<file path="config.mk">
export PLATFORM = sky130hd
export DESIGN_NAME = ttl_decade_chain_ctrl
export DESIGN_NICKNAME = d
export VERILOG_FILES = /design/src/rtl/ttl_decade_chain_ctrl.sv
export SDC_FILE = /design/constraint.sdc
export NUM_CORES = 1
export LEC_CHECK = 0
export CAP_MARGIN = 20
export CORE_MARGIN = 2
export CORE_UTILIZATION = 45
export CTS_BUF_LIST = sky130_fd_sc_hd__clkbuf_4 sky130_fd_sc_hd__clkbuf_8
export DETAILED_ROUTE_END_ITERATION = 10
export HOLD_SLACK_MARGIN = 0.02
export PLACE_DENSITY = 0.85
export SYNTH_ARGS = -nofsm -noshare
export SYNTH_HDL_FRONTEND = slang
export SYNTH_SLANG_ARGS = --single-unit
</file>
<file path="constraint.sdc">
create_clock -name clk -period 4.9 [get_ports clk]
set_clock_uncertainty 0.05 [all_clocks]
set_input_delay 1.47 -clock clk [delete_from_list [all_inputs] [get_ports clk]]
set_output_delay 1.47 -clock clk [all_outputs]
set_load 0.02 [all_outputs]
</file>
<file path="src/rtl/ttl_decade_chain_ctrl.sv">
// Load/run/pause controller for a cascade of SN74LS160A-style BCD decade counters.
// Drives the chain's MR/PE/CEP/CET/P pins and watches its Q outputs for target match and wrap.
module ttl_decade_chain_ctrl #(
    parameter int DIGITS = 3
) (
    input  logic                  clk,
    input  logic                  MR_n,
    input  logic                  start,
    input  logic                  stop,
    input  logic                  clr,
    input  logic                  tick,
    input  logic [4*DIGITS-1:0]   preset,
    input  logic [4*DIGITS-1:0]   target,
    input  logic [4*DIGITS-1:0]   chain_Q,
    output logic                  chain_MR_n,
    output logic                  chain_PE_n,
    output logic                  chain_CEP,
    output logic                  chain_CET,
    output logic [4*DIGITS-1:0]   chain_P,
    output logic [2:0]            state,
    output logic                  done,
    output logic                  ovf,
    output logic                  err
);
    localparam int W = 4 * DIGITS;

    localparam logic [2:0] S_IDLE  = 3'd0;
    localparam logic [2:0] S_LOAD  = 3'd1;
    localparam logic [2:0] S_RUN   = 3'd2;
    localparam logic [2:0] S_PAUSE = 3'd3;
    localparam logic [2:0] S_DONE  = 3'd4;
    localparam logic [2:0] S_ERR   = 3'd5;

    logic [2:0]   state_q, state_d;
    logic [W-1:0] preset_q, preset_d;
    logic [W-1:0] target_q, target_d;
    logic         ovf_q, ovf_d;
    logic         clr_pend_q;
    logic         match;
    logic         wrap;
    logic         load_ok;

    function automatic logic bcd_valid(input logic [W-1:0] v);
        logic ok;
        ok = 1'b1;
        for (int k = 0; k < DIGITS; k++) begin
            if (v[4*k +: 4] > 4'd9) ok = 1'b0;
        end
        return ok;
    endfunction

    function automatic logic all_nines(input logic [W-1:0] v);
        logic nines;
        nines = 1'b1;
        for (int k = 0; k < DIGITS; k++) begin
            if (v[4*k +: 4] != 4'd9) nines = 1'b0;
        end
        return nines;
    endfunction

    always_comb begin
        match      = (chain_Q == target_q);
        load_ok    = bcd_valid(preset) && bcd_valid(target);
        chain_CET  = (state_q == S_RUN);
        chain_CEP  = chain_CET && tick && !match;
        chain_PE_n = (state_q != S_LOAD);
        // The chain rolls over to all zeros when every stage sits at 9 and is enabled.
        wrap       = chain_CEP && chain_CET && all_nines(chain_Q);

        state_d  = state_q;
        preset_d = preset_q;
        target_d = target_q;
        ovf_d    = ovf_q;

        if (clr) begin
            state_d = S_IDLE;
            ovf_d   = 1'b0;
        end else begin
            if (state_q == S_LOAD) begin
                ovf_d = 1'b0;
            end else if (wrap) begin
                ovf_d = 1'b1;
            end

            case (state_q)
                S_IDLE, S_DONE: begin
                    if (start) begin
                        preset_d = preset;
                        target_d = target;
                        state_d  = load_ok ? S_LOAD : S_ERR;
                    end
                end
                S_LOAD: state_d = S_RUN;
                S_RUN: begin
                    if (match) begin
                        state_d = S_DONE;
                    end else if (stop) begin
                        state_d = S_PAUSE;
                    end
                end
                S_PAUSE: begin
                    if (start) state_d = S_RUN;
                end
                default: begin
                    // ERR is only left through clr; unused encodings recover to IDLE.
                    if (state_q != S_ERR) state_d = S_IDLE;
                end
            endcase
        end
    end

    always_ff @(posedge clk or negedge MR_n) begin
        if (!MR_n) begin
            state_q    <= S_IDLE;
            preset_q   <= '0;
            target_q   <= '0;
            ovf_q      <= 1'b0;
            clr_pend_q <= 1'b0;
        end else begin
            state_q    <= state_d;
            preset_q   <= preset_d;
            target_q   <= target_d;
            ovf_q      <= ovf_d;
            clr_pend_q <= clr;
        end
    end

    // Chain clear follows a clr for one cycle, and tracks the board reset directly.
    assign chain_MR_n = MR_n && !clr_pend_q;
    assign chain_P    = preset_q;
    assign state      = state_q;
    assign done       = (state_q == S_DONE);
    assign err        = (state_q == S_ERR);
    assign ovf        = ovf_q;

endmodule

</file>
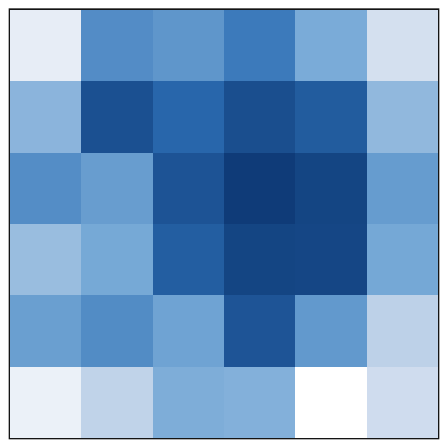
run_1/util_map.png
6 x 6 tiles, from white (low) to dark blue (high), 0 to 100% covered.
- emptiest ninth of the die: lower right
- mean over tiles: 57%
- tiles over 75% full: 31%
- nearly empty tiles: 2.8%
Core ar.: 3310 um^2
Core Util at FP: 0.461
post-layout util: 0.681

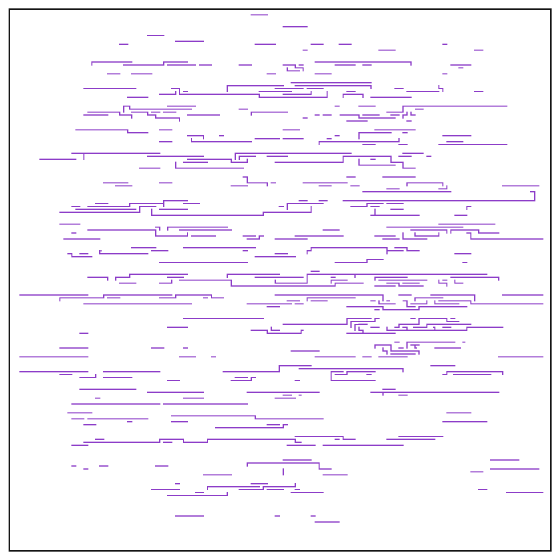
run_1/m1.png
- longest straight run: 22.1 um
- main direction: horizontal
- wire length on this layer: 1380 um

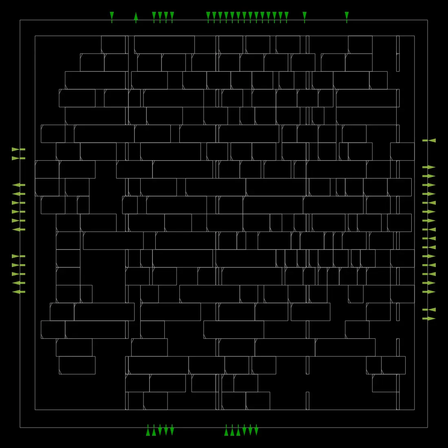
run_1/placed.png
Layout Cells excl Fill: 233
n_taps: 46

==> flow_summary.toml, run 1 <==
# yosys + openroad results
[critical_path]
r2r-end = "target_q[7]$_DFFE_PN0P_"
startpoint = "chain_Q[6]"
crit_arrival_ns = 3.09
worstSetupStartpointType = "input port"
path_class = "input port to primary output"
cp_max_fo = 2
rr_startpoint = "state[0]$_DFFE_PN0P_"
critical_path_required_ns = 3.38
reg2reg_slack_ns = 3.14
endpoint_kind = "primary output"

[placement]
place_area_um2 = 2180
io_buffers = 63
preCtsSetupSlack_ns = 0.290
place_hpwl_mm = 2.64
gp_congestion = 0.841

[outcome]
status = "finished, final reports clean"

[power_and_ir_drop]
pwr-share-comb = 0.374
p_sw_frac = 0.295
seqPwrFrac = 0.424
switchingPower_uw = 237
peakVddDrop_mv = 0.228
p_int_uw = 567
power_density_nw_per_um2 = 357
p_leak_nw = 0.923
p_clk_frac = 0.202

[detailed_routing]
via_per_inst = 4.89
wl_per_cell_um = 14.2
first_pass_iters = 4
finalWirelength_mm = 3.32
num_vias = 1139
drc = 0
ant_nets = 0
first_iter_violations = 44

[layout]
antenna_cells = 0
drive_above_1_share = 0.198
finalNetCount = 228
syn2layout_area_growth_pct = 47.5
final_area_um2 = 2250

[synth]
ys_types = 28
synth_area_per_cell_um2 = 13.1
async_reset_ff_frac = 1.00
syn_area_um2 = 1530
flop_cell = "dfrtp_1"
ys.flops = 29
syn_inst = 117
edf_count = 0
floorplan.nets = 159
ys_area_um2 = 1530
ys_seq_frac = 0.475
yosys_cells = 117

[clocking]
cts_tree = "yes"
cts_setup_buffers = 0
hold_buffers = 0
clkSinkCount = 29
post_cts_resized = 0
path_clk_slew_ns = 0.08
htreeDepth = 2
clock_latency_ns = 0.32
cts_buffers = 5
clockRootBuffer = "clkbuf_4"
clock_path_buffers = 2

[floorplanning]
io_pins = 64
dieHeight_um = 62.3
dieWidth_um = 62.3
num_rows = 21
dieArea_um2 = 3880

[grt]
grt_usage = 0.189
grt_overflow_total = 0
grt_max_degree = 30
grt_pass1_wl_mm = 5.63
first_global_vias = 1230
antenna_found_initial = 0

[timing]
rsz0062_at_grt = "false"
slew_headroom = 0.719
fin_crit_ns = 4.61
setup_ws_ns = 0.290
drv_slew = 0
tightestPinTransition_ns = 0.421
setup_tns_ns = 0
hold_violations = 0
fmax_ghz = 0.217
finalSetupViolCount = 0
fin_crit_sh = 0.941

[flow_run]
maxCapViolations = 0
warnings = 26

[hold_path]
hold_depth = 1
hold_path_class = "register to register"
hold_end = "chain_P[4]$_DFFE_PN0P_"
hp-start = "chain_P[4]$_DFFE_PN0P_"
## run 1: final cells by class
cell class	instances	area (um^2)
fillers	266	1060
multi-input cells	83	743
flip-flops and latches	29	726
repair buffers	66	653
clock buffers	7	65.1
well taps	46	57.6
clock inverters	1	5.00
inverters	1	3.75
## run 1: power by group through the flow
stage	clock network, mW	registers (mW)	logic (mW)
global placement	0	0.342	0.298
finish	0.162	0.341	0.301
floorplan	0	0.371	0.147
CTS	0.169	0.341	0.304
global route	0.180	0.348	0.321
detailed placement	0	0.344	0.304
## run 1: cells by family after synthesis
kind of cell	after synthesis	share of synthesized area
and+or+nand+nor	32	0.131
DFF	29	0.475
muxes	25	0.233
AOI/OAI and AO/OA	14	0.0541
xor gates and xnor gates	12	0.0688
buffers and inverters	5	0.0385
## run 1: state kept, by name, summed over array words and instances, names as in the netlist
register	count
state	3
target_q	12
clr_pend_q	1
ovf	1
chain_P	12
## run 1: synthesized netlist by cell type, types with 2 or more instances
master / number / area, um^2
nor2_1: 7 / 26.3
buf_12: 2 / 40.0
nand4_1: 5 / 31.3
nand2b_1: 3 / 18.8
mux2_2: 4 / 45.0
nand2_1: 5 / 18.8
dfrtp_1: 29 / 726
o21ai_0: 8 / 40.0
xnor2_1: 12 / 105
a21oi_1: 2 / 10.0
nor4b_1: 2 / 17.5
o21bai_1: 2 / 15.0
nor3_1: 2 / 10.0
mux2_4: 20 / 300
## run 1: layout by cell type (no fill, tap or decap), drive strengths merged
cell type,count
nand2b,4
and4b,1
a21oi,2
nand2,5
inv,1
o21a,1
nand3b,1
mux2,24
buf,3
nand4,5
dfrtp,29
nor4bb,1
o21bai,2
a221o,1
or2b,1
mux2i,1
or3,1
nor2,7
clkinv,1
clkdlybuf4s50,63
xnor2,12
nor3,3
clkbuf,7
nor2b,1
nor4b,2
o21ai,8
## run 1: per-layer routing
metal | up-vias | share of wire | track usage
li1 | 555 | - | -
met1 | 539 | 0.42 | 0.230
met2 | 40 | 0.51 | 0.313
met3 | 5 | 0.058 | 0.0580
met4 | 0 | 0.019 | 0.0750
met5 | - | 0 | 0
## run 1: worst max-delay path by stage
stage / endpoint
after floorplan: chain_CEP
after global placement: chain_CEP
after detailed placement: chain_CEP
after CTS: chain_CEP
after global routing: chain_CEP
final: chain_CEP
## run 1: stage by stage
stage	std cells	total power [mW]	hold slack [ns]
2_1_floorplan	117	0.518	0.452
5_1_grt	233	0.849	0.495
3_5_place_dp	225	0.648	0.442
6_report	233	0.804	0.473
4_1_cts	233	0.814	0.476
3_3_place_gp	225	0.640	0.445
## run 1: critical path, cell delays in order
cell,delay [ns]
clkdlybuf4s50_1,0.50
xnor2_1,0.13
nand4_1,0.11
nor3_1,0.26
nor2_1,0.08
clkdlybuf4s50_1,0.54
==> inputs of run 2 (changes only) <==
- CAP_MARGIN: 20 -> 10
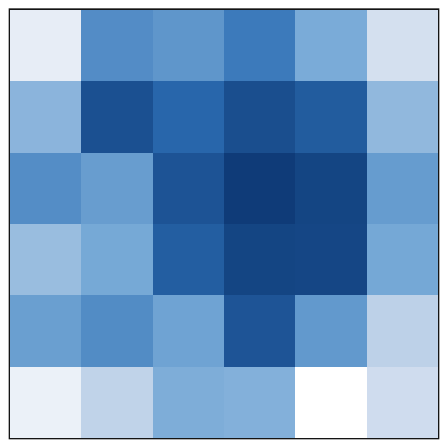
run_2/util_map.png
6 x 6 tiles, from white (low) to dark blue (high), 0 to 100% covered.
- nearly empty tiles: 2.8%
- tiles over 75% full: 31%
- fullest tile: 96%
- densest ninth of the die: centre
- mean over tiles: 57%
- emptiest ninth of the die: lower right

==> flow_summary.toml, run 2 <==
# yosys + openroad results
[placement]
io_buffers = 63
place_hpwl_mm = 2.64

[clocking]
path_clk_slew_ns = 0.08
post_cts_resized = 0
htreeDepth = 2
clock_latency_ns = 0.32

[detailed_routing]
first_iter_violations = 44
ant_nets = 0
wl_per_cell_um = 14.2
via_per_inst = 4.89
drc = 0
finalWirelength_mm = 3.32

[critical_path]
crit_arrival_ns = 3.09
critical_path_required_ns = 3.38
crit_family = "buffers and inverters"
path_class = "input port to primary output"
cp_max_fo = 2
worstSetupStartpointType = "input port"
slowest_stage = "clkdlybuf4s50_1"
path_buffers = 2
crit_path_max_incr_delay_ns = 0.54

[layout]
mostFrequentLayoutCells = "clkdlybuf4s50_1 (63), dfrtp_1 (29), mux2_4 (20)"
syn2layout_area_growth_pct = 47.5
fillerInstances = 266
post-route-util = 0.681
finalNetCount = 228
seq_area_um2 = 726
antenna_cells = 0
logic_area_um2 = 743

[power_and_ir_drop]
seqPwrFrac = 0.424
switchingPower_uw = 237
p_int_uw = 567
peakVddDrop_mv = 0.228
p_sw_frac = 0.295
pwr-share-comb = 0.374
power_density_nw_per_um2 = 357

[synth]
yosysTopAreaCell = "dfrtp_1"
common_cells = "dfrtp_1 (29), mux2_4 (20), xnor2_1 (12), o21ai_0 (8), nor2_1 (7)"
yosys_cells = 117
yosysMostFrequentCell = "dfrtp_1"
edf_count = 0
ys_types = 28
ys_area_um2 = 1530
ys_seq_frac = 0.475
synth_area_per_cell_um2 = 13.1
syn_inst = 117
floorplan.nets = 159

[timing]
tightestPinTransition_ns = 0.421
setup_tns_ns = 0
drv_slew = 0
fmax_ghz = 0.217
hold_violations = 0
fin_crit_sh = 0.941

[hold_path]
hold_path_class = "register to register"
hp-start = "chain_P[4]$_DFFE_PN0P_"

[flow_run]
maxCapViolations = 0

[grt]
grt_usage = 0.189
first_global_vias = 1230
grt_max_degree = 30
grt_pass1_wl_mm = 5.63

[outcome]
status = "finished, final reports clean"

[floorplanning]
dieArea_um2 = 3880
core_um2 = 3310
dieWidth_um = 62.3
num_rows = 21
io_pins = 64
fp_util = 0.461
==> run 2: cell counts after synthesis <==
No cell type changed its count.
==> run 2: worst paths after layout <==
| check | to | cells past startpoint |
|---|---|---|
| max | chain_CEP | 6 |
| min | chain_P[4]$_DFFE_PN0P_ | 1 |
| max reg2reg | target_q[7]$_DFFE_PN0P_ | 4 |
| min reg2reg | chain_P[4]$_DFFE_PN0P_ | 1 |
| max in group asynchronous | chain_P[4]$_DFFE_PN0P_ | 2 |
| min in group asynchronous | target_q[8]$_DFFE_PN0P_ | 2 |
==> run 2: metal layers <==
metal / vias to the layer above / track usage / part of all wire
li1: 555 / - / -
met1: 539 / 0.230 / 0.42
met2: 40 / 0.313 / 0.51
met3: 5 / 0.0580 / 0.058
met4: 0 / 0.0750 / 0.019
met5: - / 0 / 0
==> run 2: area by class of cell <==
cell class / instances / share of cell area
Clock buffer: 7 / 0.0289
Clock inverter: 1 / 0.00222
Inverter: 1 / 0.00167
Multi-Input combinational cell: 83 / 0.330
Sequential cell: 29 / 0.322
Tap cell: 46 / 0.0255
Timing Repair Buffer: 66 / 0.290
==> run 2: cell families after synthesis <==
group	Yosys count	share of synthesized area
buf+inv	5	0.0385
simple gates	32	0.131
xor+xnor	12	0.0688
compound gates	14	0.0541
mux	25	0.233
flops	29	0.475
==> run 2: power groups by stage <==
| stage | Clock (mW) | Combinational [mW] | Sequential (mW) |
|---|---|---|---|
| floorplan | 0 | 0.147 | 0.371 |
| global placement | 0 | 0.298 | 0.342 |
| finish | 0.162 | 0.301 | 0.341 |
| detailed placement | 0 | 0.304 | 0.344 |
| CTS | 0.169 | 0.304 | 0.341 |
| global route | 0.180 | 0.321 | 0.348 |
==> run 2: stage by stage <==
| stage | instances | instance area (um^2) | power [mW] |
|---|---|---|---|
| 6_report | 233 | 2250 | 0.804 |
| 5_1_grt | 233 | 2250 | 0.849 |
| 4_1_cts | 233 | 2250 | 0.814 |
| 3_5_place_dp | 225 | 2180 | 0.648 |
| 3_3_place_gp | 225 | 2180 | 0.640 |
| 2_1_floorplan | 117 | 1530 | 0.518 |
==> inputs of run 3 (changes only) <==
- DONT_BUFFER_PORTS: default -> 1
- PLACE_DENSITY: 0.85 -> 0.61
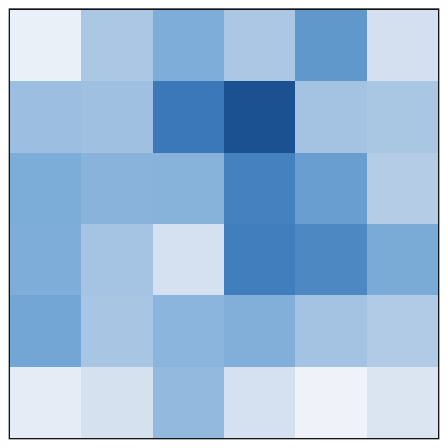
run_3/util_map.png
6 x 6 tiles, from white (low) to dark blue (high), 0 to 100% covered.
- fullest tile: 87%
- densest ninth of the die: top centre
- mean over tiles: 40%
- emptiest ninth of the die: lower right
- tiles over 75% full: 2.8%

==> flow_summary.toml, run 3 <==
# yosys + openroad results
[outcome]
status = "finished, final reports clean"

[synth]
yosysTopAreaCell = "dfrtp_1"
floorplan.nets = 159
ys_area_um2 = 1530
yosys_cells = 117
ys_seq_frac = 0.475
common_cells = "dfrtp_1 (29), mux2_4 (20), xnor2_1 (12), o21ai_0 (8), nor2_1 (7)"

[timing]
tightestPinTransition_ns = 0.444
hold_violations = 0
drv_slew = 0
fmax_ghz = 0.268
fin_crit_sh = 0.760

[layout]
antenna_cells = 0
syn2layout_area_growth_pct = 5.73
final_area_um2 = 1620

[floorplanning]
core_um2 = 3310
dieWidth_um = 62.3
num_rows = 21
fp_util = 0.461

[critical_path]
crit_arrival_ns = 2.21
cp_max_fo = 5
path_class = "input port to primary output"
slowest_stage = "nor3_1"
path_buffers = 1

[detailed_routing]
ant_nets = 0
wl_per_cell_um = 17.1
drc = 0
finalWirelength_mm = 2.90

[power_and_ir_drop]
switchingPower_uw = 216
p_sw_frac = 0.310
p_total_uw = 699
p_int_uw = 482
pwr-share-comb = 0.214
peakVddDrop_mv = 0.186

[clocking]
path_clk_slew_ns = 0.10
clock_latency_ns = 0.32
htreeDepth = 2

[grt]
grt_pass1_wl_mm = 4.70
globalRouteMet2Util = 0.246
grt_usage = 0.159
busiest_layer = "met2"

[flow_run]
maxCapViolations = 0

[placement]
io_buffers = 0
place_area_um2 = 1550
place_hpwl_mm = 2.18

[hold_path]
hold_depth = 1
==> run 3: cell counts after synthesis <==
Identical to the previous run, type by type.
==> run 3: routing by layer <==
metal | vias to the layer above | wire [um]
li1 | 428 | -
met1 | 438 | 1160
met2 | 46 | 1390
met3 | 5 | 305
met4 | 0 | 40
met5 | - | 0
==> run 3: layout make-up <==
class	count	area [um^2]
timing repair buffer	2	15.0
multi-input combinational	83	743
clock buffer	7	65.1
fill	335	1700
tap	46	57.6
clock inverter	1	5.00
inverter	1	3.75
sequential	29	726
==> run 3: cells by family after synthesis <==
family | after synthesis | synth area share
xor+xnor | 12 | 0.0688
compound gates | 14 | 0.0541
mux | 25 | 0.233
flops | 29 | 0.475
buf+inv | 5 | 0.0385
simple gates | 32 | 0.131
==> run 3: power by group through the flow <==
stage	Sequential (mW)	Combinational (mW)	Clock, mW
final	0.381	0.150	0.168
after global routing	0.389	0.163	0.187
after CTS	0.383	0.152	0.174
after detailed placement	0.386	0.152	0
after global placement	0.386	0.148	0
after floorplan	0.371	0.147	0
==> run 3: worst max-delay path by stage <==
stage,from,endpoint,cells past startpoint
floorplan,chain_Q[0],chain_CEP,4
global placement,chain_Q[1],chain_CEP,5
detailed placement,chain_Q[1],chain_CEP,5
CTS,chain_Q[1],chain_CEP,5
global route,chain_Q[0],chain_CEP,5
finish,chain_Q[1],chain_CEP,5
==> run 3: worst reg2reg max path, cell delays in order, from the launching register on <==
cell	delay, ns
dfrtp_1	0.55
nand2b_4	0.24
nor3_4	0.10
buf_4	0.41
mux2_2	0.39
Power figures rest on the tool's default switching activity, not on a simulated workload.
